==> config.mk <==
export PLATFORM = sky130hd
export DESIGN_NAME = base_r_encoder_64b66b_flat
export DESIGN_NICKNAME = d
export VERILOG_FILES = /design/src/rtl/base_r_encoder_64b66b_if.sv /design/src/rtl/base_r_encoder_64b66b.sv /design/src/flat_wrapper.sv
export SDC_FILE = /design/constraint.sdc
export NUM_CORES = 1
export LEC_CHECK = 0
export ABC_CLOCK_PERIOD_IN_PS = 2300
export CORE_MARGIN = 3
export CORE_UTILIZATION = 39
export CTS_BUF_LIST = sky130_fd_sc_hd__clkbuf_16
export DETAILED_ROUTE_END_ITERATION = 16
export GPL_TIMING_DRIVEN = 0
export PLACE_DENSITY = 0.82
export SLEW_MARGIN = 20
export SYNTH_ARGS = -nofsm -noshare
export SYNTH_HDL_FRONTEND = slang
export SYNTH_SLANG_ARGS = --single-unit
==> constraint.sdc <==
create_clock -name clk -period 2.3 [get_ports clk]
set_clock_uncertainty 0.1 [all_clocks]
set_input_delay 0.46 -clock clk [delete_from_list [all_inputs] [get_ports clk]]
set_output_delay 0.46 -clock clk [all_outputs]
set_load 0.05 [all_outputs]
==> src/rtl/base_r_encoder_64b66b_if.sv <==
// MII-side word input and encoded-block output of the BASE-R 64b/66b transmit encoder.
// The MII frame generator holds the master end; the encoder holds the slave end.
interface base_r_encoder_64b66b_if #(
    parameter int ERR_CNT_WIDTH = 16
);
    logic                     i_valid;
    logic [63:0]              i_mii_tx_d;
    logic [7:0]               i_mii_tx_c;
    logic [65:0]              o_tx_block;
    logic                     o_valid;
    logic [ERR_CNT_WIDTH-1:0] o_err_cnt;

    modport master (
        output i_valid, i_mii_tx_d, i_mii_tx_c,
        input  o_tx_block, o_valid, o_err_cnt
    );

    modport slave (
        input  i_valid, i_mii_tx_d, i_mii_tx_c,
        output o_tx_block, o_valid, o_err_cnt
    );
endinterface

==> src/rtl/base_r_encoder_64b66b.sv <==
// BASE-R 64b/66b transmit encoder with TX state machine and saturating error-block counter.
// Optional payload scrambler (x^58+x^39+1) is enabled by defining BASE_R_SCRAMBLER_EN.
//
// state   | meaning
// TX_INIT | after reset, no block classified yet
// TX_C    | last block was control (idle/error characters)
// TX_D    | inside a frame (after start or data)
// TX_T    | last block terminated a frame
// TX_E    | last block was replaced by an error block
module base_r_encoder_64b66b #(
    parameter int ERR_CNT_WIDTH = 16
) (
    input  logic                    clk,
    input  logic                    i_rst_n,
    base_r_encoder_64b66b_if.slave  bus
);

    typedef enum logic [2:0] {TX_INIT, TX_C, TX_D, TX_T, TX_E} tx_state_e;
    typedef enum logic [2:0] {CL_C, CL_S, CL_D, CL_T, CL_E} blk_class_e;

    localparam logic [7:0]  TYPE_C = 8'h1E;
    localparam logic [7:0]  TYPE_S = 8'h78;
    localparam logic [63:0] EBLOCK = {{8{7'h1E}}, TYPE_C};
    localparam logic [7:0]  T_TYPE [8] = '{8'h87, 8'h99, 8'hAA, 8'hB4,
                                          8'hCC, 8'hD2, 8'hE1, 8'hFF};

    tx_state_e              state_q, state_d;
    logic [65:0]            block_q, block_d;
    logic                   valid_q, valid_d;
    logic [ERR_CNT_WIDTH-1:0] err_cnt_q, err_cnt_d;

    blk_class_e             blk_class;
    logic [2:0]             t_lane;
    logic [63:0]            payload;
    logic [63:0]            payload_out;

    // Classify the incoming word; t_lane is the lane carrying /T/ when the class is CL_T.
    always_comb begin
        logic ok;
        blk_class = CL_E;
        t_lane    = 3'd0;
        ok        = 1'b0;
        if (bus.i_mii_tx_c == 8'h00) begin
            blk_class = CL_D;
        end else if (bus.i_mii_tx_c == 8'h01 && bus.i_mii_tx_d[7:0] == 8'hFB) begin
            blk_class = CL_S;
        end else begin
            if (bus.i_mii_tx_c == 8'hFF) begin
                ok = 1'b1;
                for (int k = 0; k < 8; k++) begin
                    if (bus.i_mii_tx_d[8*k +: 8] != 8'h07 && bus.i_mii_tx_d[8*k +: 8] != 8'hFE)
                        ok = 1'b0;
                end
                if (ok) blk_class = CL_C;
            end
            for (int n = 0; n < 8; n++) begin
                if (bus.i_mii_tx_c == 8'(8'hFF << n)) begin
                    ok = (bus.i_mii_tx_d[8*n +: 8] == 8'hFD);
                    for (int k = n + 1; k < 8; k++) begin
                        if (bus.i_mii_tx_d[8*k +: 8] != 8'h07) ok = 1'b0;
                    end
                    if (ok) begin
                        blk_class = CL_T;
                        t_lane    = 3'(n);
                    end
                end
            end
        end
    end

    always_comb begin
        payload = EBLOCK;
        case (blk_class)
            CL_C: begin
                payload = {56'd0, TYPE_C};
                for (int k = 0; k < 8; k++) begin
                    payload[8 + 7*k +: 7] = (bus.i_mii_tx_d[8*k +: 8] == 8'hFE) ? 7'h1E : 7'h00;
                end
            end
            CL_S: payload = {bus.i_mii_tx_d[63:8], TYPE_S};
            CL_D: payload = bus.i_mii_tx_d;
            CL_T: begin
                payload = {56'd0, T_TYPE[t_lane]};
                for (int k = 0; k < 7; k++) begin
                    if (k < int'(t_lane)) payload[8*k + 8 +: 8] = bus.i_mii_tx_d[8*k +: 8];
                end
            end
            default: payload = EBLOCK;
        endcase
    end

    always_comb begin
        state_d = state_q;
        if (bus.i_valid) begin
            case (state_q)
                TX_D: begin
                    case (blk_class)
                        CL_D:    state_d = TX_D;
                        CL_T:    state_d = TX_T;
                        default: state_d = TX_E;
                    endcase
                end
                TX_E: begin
                    case (blk_class)
                        CL_D, CL_S: state_d = TX_D;
                        CL_T:       state_d = TX_T;
                        CL_C:       state_d = TX_C;
                        default:    state_d = TX_E;
                    endcase
                end
                default: begin
                    case (blk_class)
                        CL_C:    state_d = TX_C;
                        CL_S:    state_d = TX_D;
                        default: state_d = TX_E;
                    endcase
                end
            endcase
        end
    end

    wire to_err = (state_d == TX_E);
    wire [63:0] payload_sel = to_err ? EBLOCK : payload;
    wire [1:0]  header_sel  = (!to_err && blk_class == CL_D) ? 2'b01 : 2'b10;

`ifdef BASE_R_SCRAMBLER_EN
    logic [57:0] scr_q, scr_d;

    // Self-synchronous: each output bit feeds back into the shift register, payload bit 0 first.
    always_comb begin
        logic [57:0] s;
        logic        b;
        s           = scr_q;
        payload_out = '0;
        for (int i = 0; i < 64; i++) begin
            b              = payload_sel[i] ^ s[38] ^ s[57];
            payload_out[i] = b;
            s              = {s[56:0], b};
        end
        scr_d = bus.i_valid ? s : scr_q;
    end

    always_ff @(posedge clk or negedge i_rst_n) begin
        if (!i_rst_n) scr_q <= '1;
        else          scr_q <= scr_d;
    end
`else
    assign payload_out = payload_sel;
`endif

    always_comb begin
        block_d   = block_q;
        valid_d   = 1'b0;
        err_cnt_d = err_cnt_q;
        if (bus.i_valid) begin
            block_d = {payload_out, header_sel};
            valid_d = 1'b1;
            if (to_err && !(&err_cnt_q)) err_cnt_d = err_cnt_q + 1'b1;
        end
    end

    always_ff @(posedge clk or negedge i_rst_n) begin
        if (!i_rst_n) begin
            state_q   <= TX_INIT;
            block_q   <= '0;
            valid_q   <= 1'b0;
            err_cnt_q <= '0;
        end else begin
            state_q   <= state_d;
            block_q   <= block_d;
            valid_q   <= valid_d;
            err_cnt_q <= err_cnt_d;
        end
    end

    assign bus.o_tx_block = block_q;
    assign bus.o_valid    = valid_q;
    assign bus.o_err_cnt  = err_cnt_q;

endmodule

==> src/flat_wrapper.sv <==
// flat-port wrapper written by rule: the top's interface ports become plain ports
module base_r_encoder_64b66b_flat 
#(
    parameter int ERR_CNT_WIDTH = 16
)
  (clk, i_rst_n, bus_i_valid, bus_i_mii_tx_d, bus_i_mii_tx_c, bus_o_tx_block, bus_o_valid, bus_o_err_cnt);
  base_r_encoder_64b66b_if #(.ERR_CNT_WIDTH(ERR_CNT_WIDTH)) bus_i ();
  input  logic clk;
  input  logic i_rst_n;
  input wire logic [$bits(bus_i.i_valid)-1:0] bus_i_valid;
  input wire logic [$bits(bus_i.i_mii_tx_d)-1:0] bus_i_mii_tx_d;
  input wire logic [$bits(bus_i.i_mii_tx_c)-1:0] bus_i_mii_tx_c;
  output wire logic [$bits(bus_i.o_tx_block)-1:0] bus_o_tx_block;
  output wire logic [$bits(bus_i.o_valid)-1:0] bus_o_valid;
  output wire logic [$bits(bus_i.o_err_cnt)-1:0] bus_o_err_cnt;
  assign bus_i.i_valid = bus_i_valid;
  assign bus_i.i_mii_tx_d = bus_i_mii_tx_d;
  assign bus_i.i_mii_tx_c = bus_i_mii_tx_c;
  assign bus_o_tx_block = bus_i.o_tx_block;
  assign bus_o_valid = bus_i.o_valid;
  assign bus_o_err_cnt = bus_i.o_err_cnt;
  base_r_encoder_64b66b #(.ERR_CNT_WIDTH(ERR_CNT_WIDTH)) u_core (.clk(clk), .i_rst_n(i_rst_n), .bus(bus_i));
endmodule
==> flow_summary.html <==
<h2>Synthesis and place &amp; route</h2>
<table>
<tr><th>Metric</th><th>Value</th></tr>
<tr><th colspan="2">Synth</th></tr>
<tr><td>Post-synthesis instance area</td><td>approximately 5400 um2</td></tr>
<tr><td>Gate Count Post-Synth</td><td>587</td></tr>
<tr><td>Mean Syn Cell Area</td><td>9.144 um2</td></tr>
<tr><td>Tally of yosys warning messages</td><td>0</td></tr>
<tr><td>Cell total in the yosys stat output</td><td>587</td></tr>
<tr><td>Synth async-reset ratio</td><td>100.0%</td></tr>
<tr><td>Yosys stat chip area</td><td>5368 um2</td></tr>
<tr><td>Number of distinct standard cells referenced by the synthesized netlist</td><td>71</td></tr>
<tr><td>Flops after synth</td><td>86</td></tr>
<tr><td>Portion of the post-synthesis area used by sequential elements</td><td>40.09%</td></tr>
<tr><td>Total nets after synthesis</td><td>668</td></tr>
<tr><td>Number of synthesized flops with an enable pin</td><td>0</td></tr>
<tr><td>Top flip-flop cell by instance count after synthesis</td><td>dfrtp_1</td></tr>
<tr><th colspan="2">Pwr</th></tr>
<tr><td>Leak</td><td>3.575 nW</td></tr>
<tr><td>Sequential cell fraction of total power</td><td>35.6%</td></tr>
<tr><td>Total power consumption of the routed design</td><td>approximately 5 mW</td></tr>
<tr><td>Total power density per cell area</td><td>about 540 nW/um2</td></tr>
<tr><td>Part of the total power dissipated in combinational logic</td><td>a little under two fifths</td></tr>
<tr><td>Sw Pwr</td><td>1.992 mW</td></tr>
<tr><td>Clk network pwr share</td><td>27.4%</td></tr>
<tr><td>Sw Ratio</td><td>39.33%</td></tr>
<tr><td>Top power consumer group</td><td>combinational logic</td></tr>
<tr><td>Power dissipated in combinational cells</td><td>1.88 mW</td></tr>
<tr><td>Clock network power</td><td>1.39 mW</td></tr>
<tr><td>Maximum ir drop on the vdd rail</td><td>~470 uV</td></tr>
<tr><td>Pint</td><td>3.073 mW</td></tr>
<tr><th colspan="2">Global route</th></tr>
<tr><td>Maximum number of pins on one net before global-route repair</td><td>45</td></tr>
<tr><td>Grt ovf</td><td>0</td></tr>
<tr><td>GRT Util Overall</td><td>30.68%</td></tr>
<tr><td>Via count of the first global-routing pass</td><td>between 6000 and 7000</td></tr>
<tr><td>Global-route wire length before repair</td><td>35350 um</td></tr>
<tr><td>Initial antenna violation count</td><td>0</td></tr>
<tr><td>Met1 GRT Util</td><td>40.31%</td></tr>
<tr><td>Global routing usage on met3</td><td>between 8 and 9%</td></tr>
<tr><th colspan="2">Final timing</th></tr>
<tr><td>Min setup slack post-route</td><td>-0.7697 ns</td></tr>
<tr><td>Achievable frequency</td><td>0.3258 GHz</td></tr>
<tr><td>Total Neg Setup Slack</td><td>-53.59 ns</td></tr>
<tr><td>Setup repair after global routing missed its margin</td><td>yes</td></tr>
<tr><td>Slew headroom</td><td>a little under 30%</td></tr>
<tr><td>Setup Viol. Count Final</td><td>85</td></tr>
<tr><td>Final Max Tran Viols</td><td>0</td></tr>
<tr><td>Final-report hold violation count</td><td>4</td></tr>
<tr><td>Final min period</td><td>3.070 ns</td></tr>
<tr><td>Worst hold slack</td><td>-0.007463 ns</td></tr>
<tr><td>Part of the cycle the worst path needs</td><td>133.5%</td></tr>
<tr><td>Worst-Margin Slew</td><td>1.058 ns</td></tr>
<tr><th colspan="2">Clock tree</th></tr>
<tr><td>Number of sinks handled by clock tree synthesis</td><td>86</td></tr>
<tr><td>Post-CTS Hold Fix Bufs</td><td>0</td></tr>
<tr><td>Number of buffers between clock root and the deepest sink</td><td>2</td></tr>
<tr><td>Reg clk slew, reported paths</td><td>0.07 ns</td></tr>
<tr><td>Clk Latency, worst-skew pair</td><td>roughly 0.35 ns</td></tr>
<tr><td>Clock tree from TritonCTS</td><td>done</td></tr>
<tr><td>Buffer cell driving the clock tree root</td><td>clkbuf_16</td></tr>
<tr><td>Post-CTS sizing</td><td>444</td></tr>
<tr><td>Number of H-tree levels</td><td>3</td></tr>
<tr><td>Number of setup buffers added after CTS</td><td>55</td></tr>
<tr><td>Total CTS buffers</td><td>9</td></tr>
<tr><th colspan="2">Worst setup path</th></tr>
<tr><td>Kind of critical path</td><td>primary input to flip-flop</td></tr>
<tr><td>Required arrival time at the worst endpoint</td><td>between 2 and 2.5 ns</td></tr>
<tr><td>Delay of the slowest cell on the worst path</td><td>around 0.59 ns</td></tr>
<tr><td>Max Fanout on Critical Path</td><td>5</td></tr>
<tr><td>Critical path's slowest cell</td><td>or4_4</td></tr>
<tr><td>Cell chain of the critical path</td><td>buf_8 -&gt; or4_4 -&gt; or2_4 -&gt; a222oi_1 -&gt; and4b_2 -&gt; nand2_4 -&gt; a32o_2 -&gt; nor2_4 -&gt; o31a_1 -&gt; a21oi_1</td></tr>
<tr><td>Kind of end point of the critical path</td><td>flip-flop</td></tr>
<tr><td>Data arrival time of the critical path</td><td>3.21 ns</td></tr>
<tr><td>Element type at the critical path start</td><td>primary input</td></tr>
<tr><th colspan="2">Route</th></tr>
<tr><td>Drt via density</td><td>~6.5</td></tr>
<tr><td>Met2 layer wire length in the routed design</td><td>11160 um</td></tr>
<tr><td>Total DRC errors in the routed layout</td><td>0</td></tr>
<tr><td>Routed Wire Length</td><td>24750 um</td></tr>
<tr><td>Antenna Nets Post-Route</td><td>0</td></tr>
<tr><td>Mean routed wirelength per cell</td><td>between 20 and 25 um</td></tr>
<tr><td>Vias after detailed routing</td><td>6605</td></tr>
<tr><td>1st-pass router iterations</td><td>6</td></tr>
<tr><td>Top routing layer used</td><td>met4</td></tr>
<tr><td>Met1 routed wirelength after detailed routing</td><td>9232 um</td></tr>
<tr><td>Routed wire length on met3</td><td>roughly 2800 um</td></tr>
<tr><td>1st-iter DRT viols</td><td>1006</td></tr>
<tr><th colspan="2">Floorplanning</th></tr>
<tr><td>Initial cell density of the core</td><td>just over 40%</td></tr>
<tr><td>Vertical die dimension</td><td>123.3 um</td></tr>
<tr><td>Die X-Extent</td><td>123.3 um</td></tr>
<tr><td>Area of the die</td><td>between 15000 and 20000 um2</td></tr>
<tr><td>Io pins</td><td>158</td></tr>
<tr><th colspan="2">Run</th></tr>
<tr><td>Stage-log warning count</td><td>33</td></tr>
<tr><td>Maximum Capacitance Violations</td><td>0</td></tr>
<tr><th colspan="2">Cells and area</th></tr>
<tr><td>Top Layout Cells</td><td>dfrtp_1, clkdlybuf4s50_1, nor2_1, buf_4, nand2_1</td></tr>
<tr><td>Layout overhead on the synthesized area</td><td>75.90%</td></tr>
<tr><td>Final nets</td><td>913</td></tr>
<tr><td>Fraction of final layout cells sized beyond drive strength 1</td><td>41.10%</td></tr>
<tr><td>Antenna diode count</td><td>0</td></tr>
<tr><th colspan="2">Place</th></tr>
<tr><td>Detailed Place HPWL</td><td>15750 um</td></tr>
<tr><td>Area of placed instances</td><td>7258 um2</td></tr>
<tr><td>Number of input and output port buffers inserted</td><td>approximately 160</td></tr>
<tr><td>Final weighted congestion of routability-driven global placement</td><td>a little under 1</td></tr>
<tr><th colspan="2">Status</th></tr>
<tr><td>Outcome</td><td>complete, but fails checks</td></tr>
<tr><td>Violations in the final reports</td><td>negative hold slack, negative setup slack</td></tr>
<tr><th colspan="2">Worst hold path</th></tr>
<tr><td>Classification of the worst-slack hold path</td><td>primary input to async pin</td></tr>
</table>
-- per-stage QoR --
stage / worst slack [ns] / cells
floorplan: -0.6701 / 587
global placement: -2.411 / 920
detailed placement: -1.899 / 921
CTS: -0.6159 / 994
global route: -0.7747 / 1013
finish: -0.7697 / 1013
-- cell type report --
cell class                      instances  area [um2]
Multi-Input combinational cell        470        4362
Tap cell                              176       220.2
Clock buffer                            9       225.2
Timing Repair Buffer                  236        2236
Sequential cell                        86        2152
Buffer                                 21       162.7
Fill cell                             908        3906
Clock inverter                          7       47.55
Inverter                                8       36.28
-- worst max-delay path: cells and delay by family --
kind	cells	cell delay (ns)
compound gates	4	1.07
simple gates	5	1.56
buf+inv	1	0.10
-- flip-flops by register name, summed over array words and instances, names as in the netlist --
name	count
u_core.bus.o_tx_block	66
u_core.bus.o_err_cnt	16
u_core.state_q	3
u_core.bus.o_valid	1
-- synthesized netlist by cell type (4+ instances only) --
master | number | area, um2
or4bb_1 | 4 | 45.04
and2_1 | 7 | 43.79
nand4_1 | 12 | 75.07
nor3b_1 | 4 | 30.03
nor4_2 | 5 | 62.56
inv_1 | 8 | 30.03
nand2b_1 | 5 | 31.28
xnor2_1 | 8 | 70.07
or3_1 | 11 | 68.82
and3_1 | 7 | 43.79
nor2_1 | 73 | 274.0
nor2b_1 | 5 | 31.28
or4b_1 | 4 | 40.04
nor4_1 | 12 | 75.07
ha_1 | 6 | 75.07
a22oi_1 | 53 | 397.9
nand2_1 | 49 | 183.9
and4b_1 | 8 | 80.08
nand3_1 | 9 | 45.04
nand3b_1 | 6 | 45.04
nor3_1 | 18 | 90.09
clkbuf_1 | 15 | 56.30
o211ai_1 | 4 | 30.03
dfrtp_1 | 86 | 2152
a21oi_1 | 35 | 175.2
o2bb2ai_1 | 27 | 236.5
a31oi_1 | 16 | 100.1
xor2_1 | 9 | 78.83
and4_1 | 9 | 78.83
or4_1 | 4 | 30.03
-- cell families (layout without fill, tap and decap cells) --
kind of cell | after synthesis | in the layout | share of synthesized area, %
compound gates | 170 | 170 | 23.66
simple gates | 275 | 275 | 29.16
fa+ha+maj | 6 | 6 | 1.399
buf+inv | 31 | 281 | 2.517
mux | 2 | 2 | 0.3963
flops | 86 | 86 | 40.09
xor+xnor | 17 | 17 | 2.774
-- final timing paths --
check	startpoint	endpoint	slack [ns]	cells after the start
worst max-delay path	bus_i_mii_tx_d[44]	u_core.bus.o_tx_block[19]$_DFFE_PN0P_	-0.77	10
worst min-delay path	i_rst_n	u_core.bus.o_tx_block[63]$_DFFE_PN0P_	-0.007	1
worst max register to register	u_core.bus.o_err_cnt[2]$_DFFE_PN0P_	u_core.bus.o_err_cnt[14]$_DFFE_PN0P_	-0.44	9
worst min register to register	u_core.bus.o_tx_block[29]$_DFFE_PN0P_	u_core.bus.o_tx_block[29]$_DFFE_PN0P_	0.39	1
max in group asynchronous	i_rst_n	u_core.bus.o_tx_block[11]$_DFFE_PN0P_	1.48	2
min in group clk	bus_i_mii_tx_d[61]	u_core.bus.o_tx_block[63]$_DFFE_PN0P_	0.26	3
Cells by drive strength:
The bar under the picture is 20 um long.
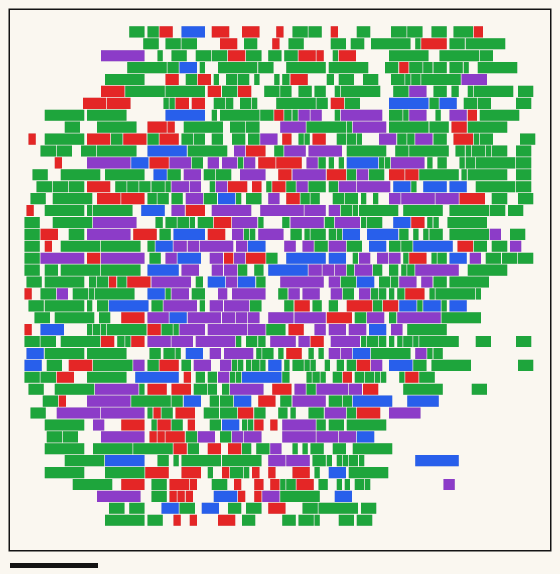
legend:
  _2 cells:
    color: red
    cells: 133
    share: 16%
  _3 and _4 cells:
    color: purple
    cells: 151
    share: 18%
  _0 and _1 cells:
    color: green
    cells: 493
    share: 59%
  _6 and larger:
    color: blue
    cells: 60
    share: 7.2%
number of buffers other than clock buffers in the final layout: 257
min setup slack post-route: -0.7697 ns

Gate families picked out:
The bar under the picture is 20 um long.
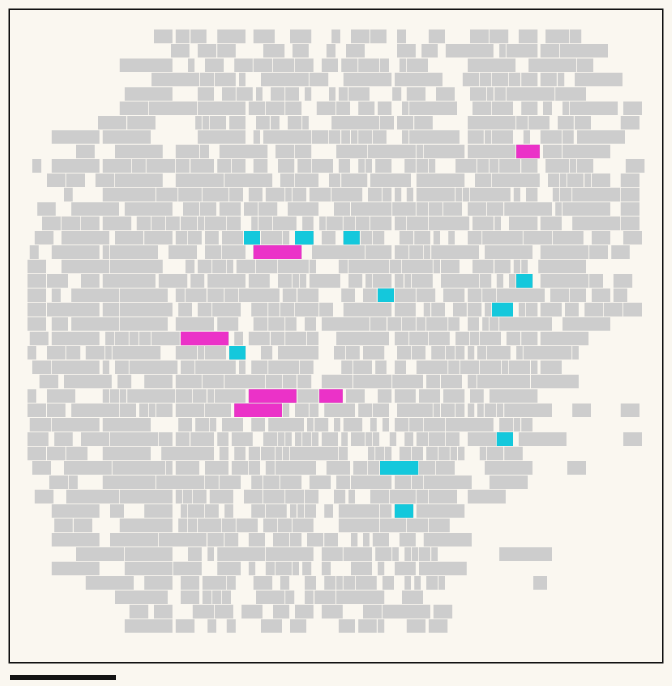
legend:
  non-inverting ao/oa cells:
    color: cyan
    cells: 10
  fa/ha/maj cells:
    color: magenta
    cells: 6
most frequent logic cell in the layout: dfrtp_1
Comb/total area: 46.20%

Register map, names as in the netlist:
The bar under the picture is 20 um long. Other sequential cells in the stronger gray, the rest of the logic in the fainter gray.
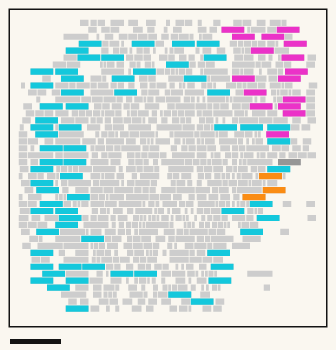
legend:
  u_core.state_q:
    color: orange
    sequential_cells: 3
  u_core.bus.o_err_cnt:
    color: magenta
    sequential_cells: 16
    where: upper right
  u_core.bus.o_tx_block:
    color: cyan
    sequential_cells: 66
    where: widely spread
not colored: 1
area taken by flip-flops and latches: 2152 um2
flip-flop and latch share of the layout cell area: 22.79%
final design utilization: 70.73%
Seq group: 1.80 mW

Cells colored by class:
The bar under the picture is 20 um long.
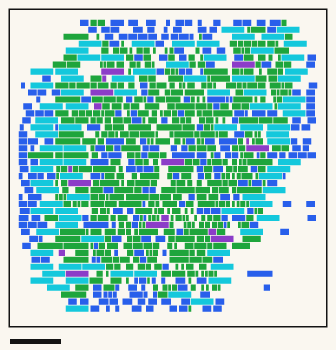
legend:
  remaining buffers and delay cells:
    color: blue
    cells: 257
    share_of_their_area: 26%
  clock drivers and dummy loads:
    color: purple
    cells: 16
    share_of_their_area: 3.0%
  combinational and other logic:
    color: green
    cells: 478
    share_of_their_area: 48%
  sequential cells:
    color: cyan
    cells: 86
    share_of_their_area: 23%
final cell area excluding filler cells: 9442 um2
number of rows created at floorplan: 42
Floorplan Core Area: 13350 um2

Congestion heat map:
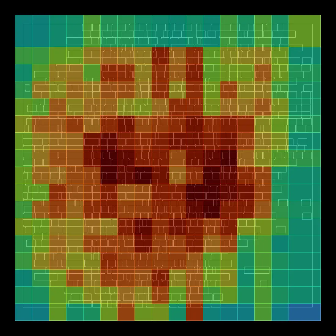
busiest metal layer after global routing: met2
met2 Track Usage GR: 45.60%

No activity file was given, so power comes from the tool's default toggle rates.
